### Track usage over the die, run 1

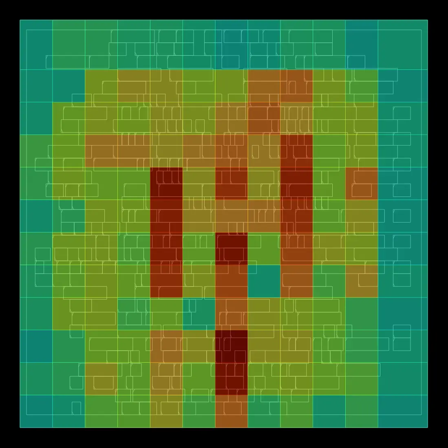
### Register map, names as in the netlist, run 1

Other sequential cells in the stronger gray, the rest of the logic in the fainter gray.
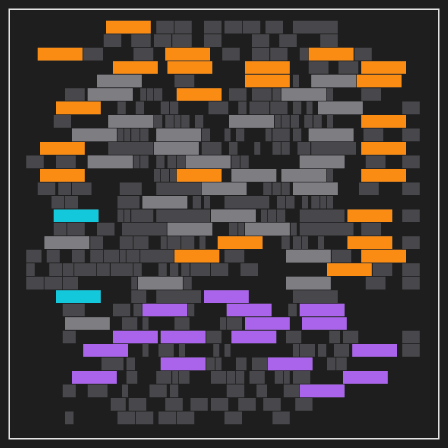
### Nets reached from selected ports, run 1

The bar under the picture is 20 um long.
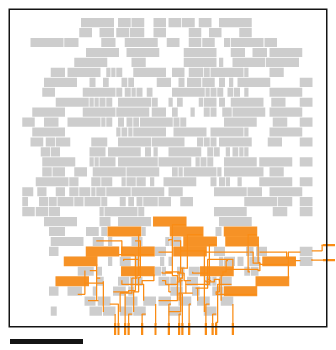
## src/rtl/fifo_word_reader_if.sv

```systemverilog
// Bundle between fifo_word_reader, its upstream byte FIFO and its downstream word consumer.
// The master modport is the reader itself; slave is the surrounding FIFO/consumer side.
interface fifo_word_reader_if #(
  parameter int unsigned DATA_WIDTH     = 8,
  parameter int unsigned BYTES_PER_WORD = 3
);
  logic [DATA_WIDTH-1:0]                fifo_data;
  logic                                 fifo_empty;
  logic                                 fifo_read;
  logic                                 flush;
  logic [DATA_WIDTH*BYTES_PER_WORD-1:0] word_out;
  logic                                 word_valid;
  logic                                 word_ready;
  logic                                 busy;
  logic [15:0]                          word_count;

  modport master (
    input  fifo_data, fifo_empty, flush, word_ready,
    output fifo_read, word_out, word_valid, busy, word_count
  );

  modport slave (
    output fifo_data, fifo_empty, flush, word_ready,
    input  fifo_read, word_out, word_valid, busy, word_count
  );
endinterface

```

## src/rtl/fifo_word_reader.sv

```systemverilog
// Pulls BYTES_PER_WORD entries from a one-cycle-latency FIFO and packs them MS byte first
// into a single word with a valid/ready output register and a handshake counter.
module fifo_word_reader #(
  parameter int unsigned DATA_WIDTH     = 8,
  parameter int unsigned BYTES_PER_WORD = 3
) (
  input  logic                clockin,
  input  logic                reset_n,
  fifo_word_reader_if.master  bus
);

  localparam int unsigned WORD_W = DATA_WIDTH * BYTES_PER_WORD;
  localparam int unsigned CNT_W  = $clog2(BYTES_PER_WORD + 1);
  localparam int unsigned SUM_W  = CNT_W + 1;

  logic [CNT_W-1:0]  r_collected;
  logic              r_pending;
  logic [WORD_W-1:0] r_asm;
  logic [WORD_W-1:0] r_word_out;
  logic              r_word_valid;
  logic              r_busy;
  logic [15:0]       r_word_count;

  logic [SUM_W-1:0]  w_inflight;
  logic              w_full;
  logic              w_read;
  logic              w_capture;
  logic              w_xfer;
  logic              w_hs;
  logic [CNT_W-1:0]  w_collected_next;
  logic [WORD_W-1:0] w_asm_next;

  // Reads are suppressed in reset so no FIFO entry is popped and then lost.
  assign w_inflight = SUM_W'(r_collected) + SUM_W'(r_pending);
  assign w_full     = (r_collected == CNT_W'(BYTES_PER_WORD));
  assign w_read     = reset_n & ~bus.fifo_empty & ~bus.flush &
                      (w_inflight < SUM_W'(BYTES_PER_WORD));
  assign w_capture  = r_pending & ~bus.flush;
  assign w_xfer     = w_full & ~bus.flush & (~r_word_valid | bus.word_ready);
  assign w_hs       = r_word_valid & bus.word_ready;

  // Capture and transfer never coincide: a pending read implies the assembly is not full.
  always_comb begin
    w_collected_next = r_collected;
    w_asm_next       = r_asm;
    if (bus.flush) begin
      w_collected_next = '0;
      w_asm_next       = '0;
    end else if (w_xfer) begin
      w_collected_next = '0;
      w_asm_next       = '0;
    end else if (w_capture) begin
      for (int unsigned i = 0; i < BYTES_PER_WORD; i++) begin
        if (r_collected == CNT_W'(i)) begin
          w_asm_next[DATA_WIDTH*(BYTES_PER_WORD-1-i) +: DATA_WIDTH] = bus.fifo_data;
        end
      end
      w_collected_next = r_collected + CNT_W'(1);
    end
  end

  always_ff @(posedge clockin or negedge reset_n) begin
    if (!reset_n) begin
      r_collected  <= '0;
      r_pending    <= 1'b0;
      r_asm        <= '0;
      r_word_out   <= '0;
      r_word_valid <= 1'b0;
      r_busy       <= 1'b0;
      r_word_count <= '0;
    end else begin
      r_collected <= w_collected_next;
      r_pending   <= w_read;
      r_asm       <= w_asm_next;
      r_busy      <= (w_collected_next != '0) | w_read;
      if (w_xfer) begin
        r_word_out   <= r_asm;
        r_word_valid <= 1'b1;
      end else if (w_hs) begin
        r_word_valid <= 1'b0;
      end
      if (w_hs) begin
        r_word_count <= r_word_count + 16'd1;
      end
    end
  end

  assign bus.fifo_read  = w_read;
  assign bus.word_out   = r_word_out;
  assign bus.word_valid = r_word_valid;
  assign bus.busy       = r_busy;
  assign bus.word_count = r_word_count;

endmodule

```

## src/flat_wrapper.sv

```systemverilog
// flat-port wrapper written by rule: the top's interface ports become plain ports
module fifo_word_reader_flat 
#(
  parameter int unsigned DATA_WIDTH     = 8,
  parameter int unsigned BYTES_PER_WORD = 3
)
  (clockin, reset_n, bus_fifo_data, bus_fifo_empty, bus_flush, bus_word_ready, bus_fifo_read, bus_word_out, bus_word_valid, bus_busy, bus_word_count);
  fifo_word_reader_if #(.DATA_WIDTH(DATA_WIDTH), .BYTES_PER_WORD(BYTES_PER_WORD)) bus_i ();
  input  logic clockin;
  input  logic reset_n;
  input wire logic [$bits(bus_i.fifo_data)-1:0] bus_fifo_data;
  input wire logic [$bits(bus_i.fifo_empty)-1:0] bus_fifo_empty;
  input wire logic [$bits(bus_i.flush)-1:0] bus_flush;
  input wire logic [$bits(bus_i.word_ready)-1:0] bus_word_ready;
  output wire logic [$bits(bus_i.fifo_read)-1:0] bus_fifo_read;
  output wire logic [$bits(bus_i.word_out)-1:0] bus_word_out;
  output wire logic [$bits(bus_i.word_valid)-1:0] bus_word_valid;
  output wire logic [$bits(bus_i.busy)-1:0] bus_busy;
  output wire logic [$bits(bus_i.word_count)-1:0] bus_word_count;
  assign bus_i.fifo_data = bus_fifo_data;
  assign bus_i.fifo_empty = bus_fifo_empty;
  assign bus_i.flush = bus_flush;
  assign bus_i.word_ready = bus_word_ready;
  assign bus_fifo_read = bus_i.fifo_read;
  assign bus_word_out = bus_i.word_out;
  assign bus_word_valid = bus_i.word_valid;
  assign bus_busy = bus_i.busy;
  assign bus_word_count = bus_i.word_count;
  fifo_word_reader #(.DATA_WIDTH(DATA_WIDTH), .BYTES_PER_WORD(BYTES_PER_WORD)) u_core (.clockin(clockin), .reset_n(reset_n), .bus(bus_i));
endmodule
```

## config.mk

```make
export PLATFORM = sky130hd
export DESIGN_NAME = fifo_word_reader_flat
export DESIGN_NICKNAME = d
export VERILOG_FILES = /design/src/rtl/fifo_word_reader_if.sv /design/src/rtl/fifo_word_reader.sv /design/src/flat_wrapper.sv
export SDC_FILE = /design/constraint.sdc
export NUM_CORES = 1
export LEC_CHECK = 0
export CORE_UTILIZATION = 40
export CTS_BUF_LIST = sky130_fd_sc_hd__clkbuf_16
export DETAILED_ROUTE_END_ITERATION = 6
export PLACE_DENSITY = 0.72
export SLEW_MARGIN = 10
export SYNTH_ARGS = -nofsm -noshare
export SYNTH_HDL_FRONTEND = slang
export SYNTH_SLANG_ARGS = --single-unit
```

## constraint.sdc

```tcl
create_clock -name clockin -period 3 [get_ports clockin]
set_input_delay 0.9 -clock clockin [delete_from_list [all_inputs] [get_ports clockin]]
set_output_delay 0.9 -clock clockin [all_outputs]
set_load 0.005 [all_outputs]
```

==> flow_summary.ini, run 1 <==
; synthesis and place-and-route metrics
[setup_path]
critPathLaunchType = input port
r2r_start = u_core.r_pending
critPathLaunch = bus_fifo_empty
rrSetupSlack_ps = 670
critPathKind = in -> out
cp.arrival_ps = 2040
endpoint_kind = primary output
cp.required_ps = 2100

[clocking]
cts_root_buffer = clkbuf_16
cts_resized = 6
clockBufferDepth = 2
ctsHoldBuffers = 0
h-tree-depth = 3
post-cts-setup-buffers = 7
clock.latency.late_pin_ps = 320

[global_route]
grt_max_degree = 70
grt_pass1_wl_um = 9490
grt_overflow = 0
antenna_found_initial = 0

[sta]
clock.fmax_mhz = 340
finClkSkew_ps = 5.12
relSlewSlack = 0.437
rsz0062_at_grt = false
tns_ps = 0
setup_viol = 0
period_needed_ps = 2940

[power_and_ir_drop]
power.group.top = clock
vdd_drop_max_mv = 0.329
pwr-share-clk = 0.503
comb_cell_power_uw = 122
fin_total_pwr_uw = 2180
power_density_nw_per_um2 = 560

[synthesis]
common_cells = dfrtp_1, nand2_1, nand3_1, a21oi_1, mux2_2
syn_avg_cell_area_um2 = 11.8
ys_dominant_reg_cell = dfrtp_1
yosys_warnings = 0
yosysCellCount = 241
synth.cellmix.compoundShare = 0.0483
synthXorXnorAreaFrac = 0.0492
yosysMostFrequentCell = dfrtp_1
top_logic_kind = simple AND/OR/NAND/NOR gates
synth.area.top_cells = dfrtp_1, mux2_2, nand3_1, a21oi_1, nand2_1
syn-instance-count = 241
synth-area-yosys_um2 = 2850
top_area_frac = 0.606
ys_ff = 69

[flow_run]
drv_cap = 0
tool_warnings = 29

[die]
die_w_um = 86.4
die_h_um = 86.4

[place]
post_dp_cell_area_um2 = 3510
gp_congestion = 0.781
placed_cells = 389

[drt]
top_layer = met4
wl_met2_um = 2940
route.detailed.drc = 0
vias = 2053
avgViaCountPerCell = 4.97
dr_wl_met3_um = 256
wl_met1_um = 2420

[layout]
nNetsFinal = 332
area_growth_pct = 36.4
n_fill_cell = 599
antenna_cells = 0
fin_area_um2 = 3890

[min_path]
holdPathStages = 1
holdPathEnd = u_core.bus.word_count[15]
hold_class = reg -> reg

[status]
status = finished clean
Back to the opening pictures, 'Track usage over the die':
Final Util: 0.569
DR WL/cell: 13.9 um
GR met3 Demand/Resource: 0.0333
GRT met1 Usage: 0.215
met2 usage: 0.276

Back to the opening pictures, 'Register map, names as in the netlist':
- orange: `u_core.bus.word_out` (flops 24)
- purple: `u_core.bus.word_count` (flops 16)
- cyan: `u_core.r_collected` (flops 2)
flop share of the area: 0.444
Reg area: 1730 um^2
sequential cell power: 960 uW

Back to the opening pictures, 'Nets reached from selected ports':
- orange: `bus_word_count` (direction output; end cells 16; buffers 16; wire 537 um)
I/O Buffers: 55
# IOs: 56

run 1: worst max-delay path, stage by stage:
cell and delay (ps):
clkdlybuf4s50_1 390, or4b_1 480, a21oi_2 150, buf_2 130
run 1: cell type report:
class,count,area [um^2],area share
Clock buffer,9,225,0.0579
Clock inverter,7,90.1,0.0232
Sequential cell,69,1730,0.444
Timing Repair Buffer,70,652,0.168
Inverter,4,15.0,0.00386
Multi-Input combinational cell,158,1060,0.272
Tap cell,96,120,0.0309
run 1: registers in the layout, summed over array words and instances, names as in the netlist:
| signal | count |
|---|---|
| u_core.r_collected | 2 |
| u_core.r_pending | 1 |
| u_core.bus.word_count | 16 |
| u_core.bus.word_out | 24 |
| u_core.bus.busy | 1 |
| u_core.r_asm | 24 |
| u_core.bus.word_valid | 1 |
==> run 2: changes to the inputs <==
--- a/config.mk
+++ b/config.mk
@@ -7,6 +7,7 @@
 export LEC_CHECK = 0
 export CORE_UTILIZATION = 40
 export CTS_BUF_LIST = sky130_fd_sc_hd__clkbuf_16
+export CTS_CLUSTER_DIAMETER = 80
 export DETAILED_ROUTE_END_ITERATION = 6
 export PLACE_DENSITY = 0.72
 export SLEW_MARGIN = 10
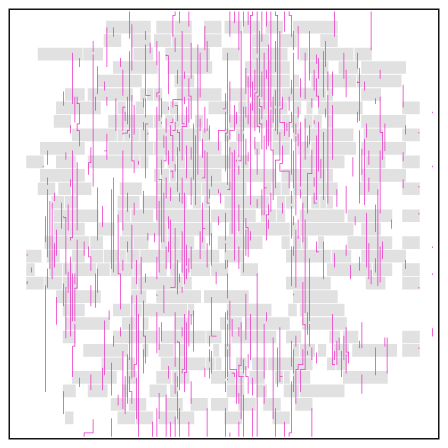
*The metal 2 layer, run 2*
Cells faint in the background.
- share of all routed wire: 51%
- nets with wire on the layer: 287
- main direction: vertical
- longest straight run: 32.8 um
- wire length on this layer: 2940 um
total wire length: 5740 um
Vias: 2053

==> run 2 against run 1 <==
  * Non-clock buffer count is the same
  * Count of clock-buffer cells in the layout is the same
  * Area after synthesis is the same
  * Design area is the same
  * Global-route usage is the same
  * Hold slack is the same
  * Largest power group unchanged
  * Die size is the same
  * Sequential share of layout area is the same
  * Critical path type unchanged
  * Register-to-register slack is essentially flat
==> flow_summary.ini, run 2 <==
; synthesis and place-and-route metrics
[global_route]
grt_pass1_vias = 1961
track_usage = 0.169
grt_overflow = 0
grt_use_met1 = 0.215
gr-usage-met3 = 0.0333
top_usage_layer = met2
grt_pass1_wl_um = 9490
met2_usage = 0.276
grt_max_degree = 70
antenna_found_initial = 0

[sta]
finalHoldViolCount = 0
hold_slack_ps = 470
finClkSkew_ps = 5.12
setup_viol = 0
fin_ws_ps = 56.5
period_needed_ps = 2940
rsz0062_at_grt = false
relSlewSlack = 0.437
slew_viol_final = 0
worst_pin_slew_ps = 844
finalClockPeriodUsage = 0.981
clock.fmax_mhz = 340
tns_ps = 0

[setup_path]
cp.arrival_ps = 2040
reg2reg_depth = 13
critPathLaunchType = input port
critPathLaunch = bus_fifo_empty
rrSetupSlack_ps = 670
r2r_start = u_core.r_pending
endpoint_kind = primary output
r2r_end = u_core.bus.busy
crit_fanout = 2
critPathKind = in -> out
endpoint = bus_fifo_read
cp.required_ps = 2100

[clocking]
cts_tree = yes
ctsHoldBuffers = 0
h-tree-depth = 3
clockBufferDepth = 2
clkTransAtPathRegs_ps = 60
clock.latency.late_pin_ps = 320
cts_resized = 6
cts_sinks = 69
cts_buffers = 9
cts_root_buffer = clkbuf_16
post-cts-setup-buffers = 7

[synthesis]
synthArstFlopShare = 1.00
yosysMostFrequentCell = dfrtp_1
synth_nets = 261
synthSimpleGateAreaFrac = 0.140
ys_ff = 69
adder_share = 0.0307
synth.distinct_cells = 26
syn-instance-count = 241
synth-edff-count = 0
synth.area.top_cells = dfrtp_1, mux2_2, nand3_1, a21oi_1, nand2_1
synth.cellmix.compoundShare = 0.0483
postSynthSeqShare = 0.606
top_area_cell = dfrtp_1
top_area_frac = 0.606
common_cells = dfrtp_1, nand2_1, nand3_1, a21oi_1, mux2_2
yosysCellCount = 241
synthXorXnorAreaFrac = 0.0492
ys_dominant_reg_cell = dfrtp_1
syn_avg_cell_area_um2 = 11.8
synth.cell_area_um2 = 2850
synth-area-yosys_um2 = 2850
ys_sh_mux = 0.102
top_logic_kind = simple AND/OR/NAND/NOR gates
yosys_warnings = 0

[place]
gp_congestion = 0.781
port_buffers = 55
pre_cts_ws_ps = -455
dp_hpwl_um = 3910
post_dp_cell_area_um2 = 3510
placed_cells = 389

[layout]
area_growth_pct = 36.4
lay_top_count = dfrtp_1
nNetsFinal = 332
layout-drive-gt1-share = 0.192
stdcell_count = 413
antenna_cells = 0
layout_top_cells = dfrtp_1, clkdlybuf4s50_1, nand2_1
fin_area_um2 = 3890
fin_util = 0.569

[power_and_ir_drop]
pwr-share-clk = 0.503
power_density_nw_per_um2 = 560
seqPwrFrac = 0.441
power_switching_uw = 448
combPwrFrac = 0.056
fin_total_pwr_uw = 2180
vdd_drop_max_mv = 0.329
leakage_uw = 0.00178
powerClk_uw = 1100
pg_seq_uw = 960
p_int_uw = 1730
power.group.top = clock
comb_cell_power_uw = 122
swShare = 0.206

[drt]
dr.pass1.iters = 4
wl_met1_um = 2420
top_layer = met4
wire_per_inst_um = 13.9
wl_met2_um = 2940
dr_wl_met3_um = 256
route.detailed.drc = 0
postRouteAntennaNets = 0
drt_iter0_drc = 134
avgViaCountPerCell = 4.97

[die]
num_rows = 30
pin_count = 56
dieArea_um2 = 7470
initial_core_util = 0.417
die_w_um = 86.4
core_um2 = 6830
die_h_um = 86.4

[min_path]
hold_class = reg -> reg
min_from = u_core.bus.word_count[15]

[status]
status = finished clean

[flow_run]
drv_cap = 0
tool_warnings = 29
-- run 2: final cells by class --
type	instances	area, um^2
Multi-Input combinational cell	158	1060
Fill cell	599	2940
Clock buffer	9	225
Inverter	4	15.0
Clock inverter	7	90.1
Timing Repair Buffer	70	652
Sequential cell	69	1730
Tap cell	96	120
-- run 2: how the worst min path moves through the flow --
stage / to / slack [ps] / cells past startpoint
after floorplan: u_core.bus.word_count[15] / 470 / 1
after global placement: u_core.bus.word_count[15] / 460 / 1
after detailed placement: u_core.bus.word_count[15] / 470 / 1
after CTS: u_core.bus.word_count[15] / 480 / 1
after global routing: u_core.bus.word_count[15] / 500 / 1
final: u_core.bus.word_count[15] / 470 / 1
-- run 2: critical path: stages --
cell and delay [ps]:
clkdlybuf4s50_1 390, or4b_1 480, a21oi_2 150, buf_2 130
### Track usage over the die, run 2

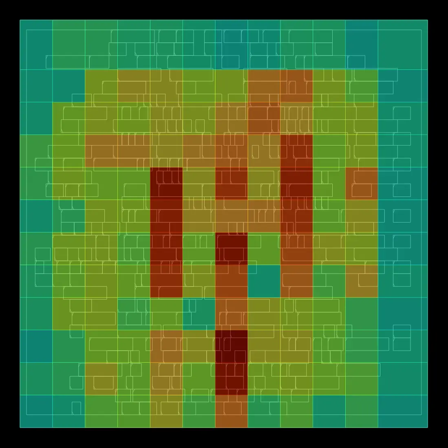

==> run 3: changes to the inputs <==
--- a/config.mk
+++ b/config.mk
@@ -9,7 +9,7 @@
 export CTS_BUF_LIST = sky130_fd_sc_hd__clkbuf_16
 export CTS_CLUSTER_DIAMETER = 80
 export DETAILED_ROUTE_END_ITERATION = 6
-export PLACE_DENSITY = 0.72
+export PLACE_DENSITY = 0.75
 export SLEW_MARGIN = 10
 export SYNTH_ARGS = -nofsm -noshare
 export SYNTH_HDL_FRONTEND = slang
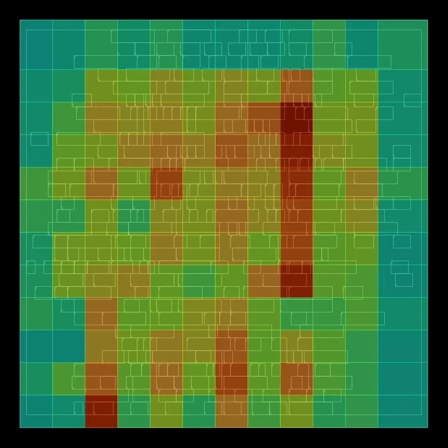
*Track usage over the die, run 3*
DR WL/cell: 13.8 um
met2 usage: 0.276
GRT met1 Usage: 0.220
Final Util: 0.574

==> run 3 against run 2 <==
  * Area after synthesis unchanged
  * Critical path type unchanged
  * Synthesized cell count unchanged
  * Global-route usage decreased by 0.17 points
  * Cell count decreased by 0.24%
  * Largest power group unchanged
==> flow_summary.ini, run 3 <==
; synthesis and place-and-route metrics
[setup_path]
critPathTopFamily = buffers and inverters
crit_fanout = 2
critical_path.slowest_cell = or4b_4
critPathKind = in -> out
cp.required_ps = 2100
endpoint_kind = primary output
cp.arrival_ps = 2070
critPathBufInv = 2

[sta]
rsz0062_at_grt = false
clock.fmax_mhz = 336
slew_viol_final = 0
fin_ws_ps = 27.7
relSlewSlack = 0.430
finClkSkew_ps = 4.13
finalHoldViolCount = 0

[layout]
ff_latch_area_um2 = 1730
bufAreaShareNonClock = 0.165
area_growth_pct = 37.5
clock_buffers = 9
clk_share = 0.0868
n_all_inverters = 4
fin_area_um2 = 3920
lay_top_count = dfrtp_1
nNetsFinal = 331
logic_area_um2 = 1070
n_fill_cell = 592
layout_top_cells = dfrtp_1, clkdlybuf4s50_1, nand2_1
layout-drive-gt1-share = 0.193
seq_share = 0.440
nNonClkBuffers = 69
nMultiInputCombCells = 158
antenna_cells = 0
stdcell_count = 412

[synthesis]
yosysMostFrequentCell = dfrtp_1
synth.cellmix.compoundShare = 0.0483
yosysCellCount = 241
syn-instance-count = 241
synthSimpleGateAreaFrac = 0.140
synthArstFlopShare = 1.00
synth.distinct_cells = 26
synth-edff-count = 0
synth-area-yosys_um2 = 2850
synth.cell_area_um2 = 2850
synth.area.top_cells = dfrtp_1, mux2_2, nand3_1, a21oi_1, nand2_1
synth_nets = 261
ys_ff = 69
common_cells = dfrtp_1, nand2_1, nand3_1, a21oi_1, mux2_2
top_area_frac = 0.606
syn_avg_cell_area_um2 = 11.8
ys_dominant_reg_cell = dfrtp_1
top_logic_kind = simple AND/OR/NAND/NOR gates

[die]
initial_core_util = 0.417
pin_count = 56
dieArea_um2 = 7470
die_h_um = 86.4
taps = 96

[clocking]
post-cts-setup-buffers = 6
clkTransAtPathRegs_ps = 50
ctsHoldBuffers = 0
cts_root_buffer = clkbuf_16
cts_sinks = 69
cts_tree = yes
cts_resized = 5

[place]
port_buffers = 55
gp_congestion = 0.741
placed_cells = 390
dp_hpwl_um = 3910
post_dp_cell_area_um2 = 3520

[power_and_ir_drop]
leakage_uw = 0.00179
vdd_drop_max_mv = 0.368
power_density_nw_per_um2 = 580
power_switching_uw = 455
power.group.top = clock
seqPwrFrac = 0.423
powerClk_uw = 1190
p_int_uw = 1820
combPwrFrac = 0.054
comb_cell_power_uw = 123
swShare = 0.200

[flow_run]
drv_cap = 0
tool_warnings = 29

[drt]
wl_met1_um = 2510
wl_met2_um = 2920
avgViaCountPerCell = 4.92
vias = 2028
drt_iter0_drc = 114
dr.pass1.iters = 4
postRouteAntennaNets = 0
wl_um = 5700
route.detailed.drc = 0
dr_wl_met3_um = 160

[global_route]
grt_overflow = 0
top_usage_layer = met2
gr-usage-met3 = 0.0238
grt_max_degree = 70
antenna_found_initial = 0

[min_path]
hold_class = reg -> reg

[status]
status = finished clean
run 3: netlist changes by cell type in the layout (fill, tap and decap cells not counted), sizes merged:
cell          change
bufinv            +1
dlymetal6s2s      +1
buf               -1
inv               +1
dlygate4sd2       -1
clkinv            -2
run 3: worst paths after layout:
path	start	to	slack, ps	cells past startpoint
hold reg to reg	u_core.bus.word_count[15]	u_core.bus.word_count[15]	470	1
setup reg to reg	u_core.r_pending	u_core.bus.busy	780	11
setup / recovery	bus_flush	bus_fifo_read	30	4
min in group asynchronous	reset_n	u_core.bus.word_count[1]	790	2
hold / removal	u_core.bus.word_count[15]	u_core.bus.word_count[15]	470	1
max in group asynchronous	reset_n	u_core.bus.word_out[21]	1650	2
Power and IR drop assume default switching activity.
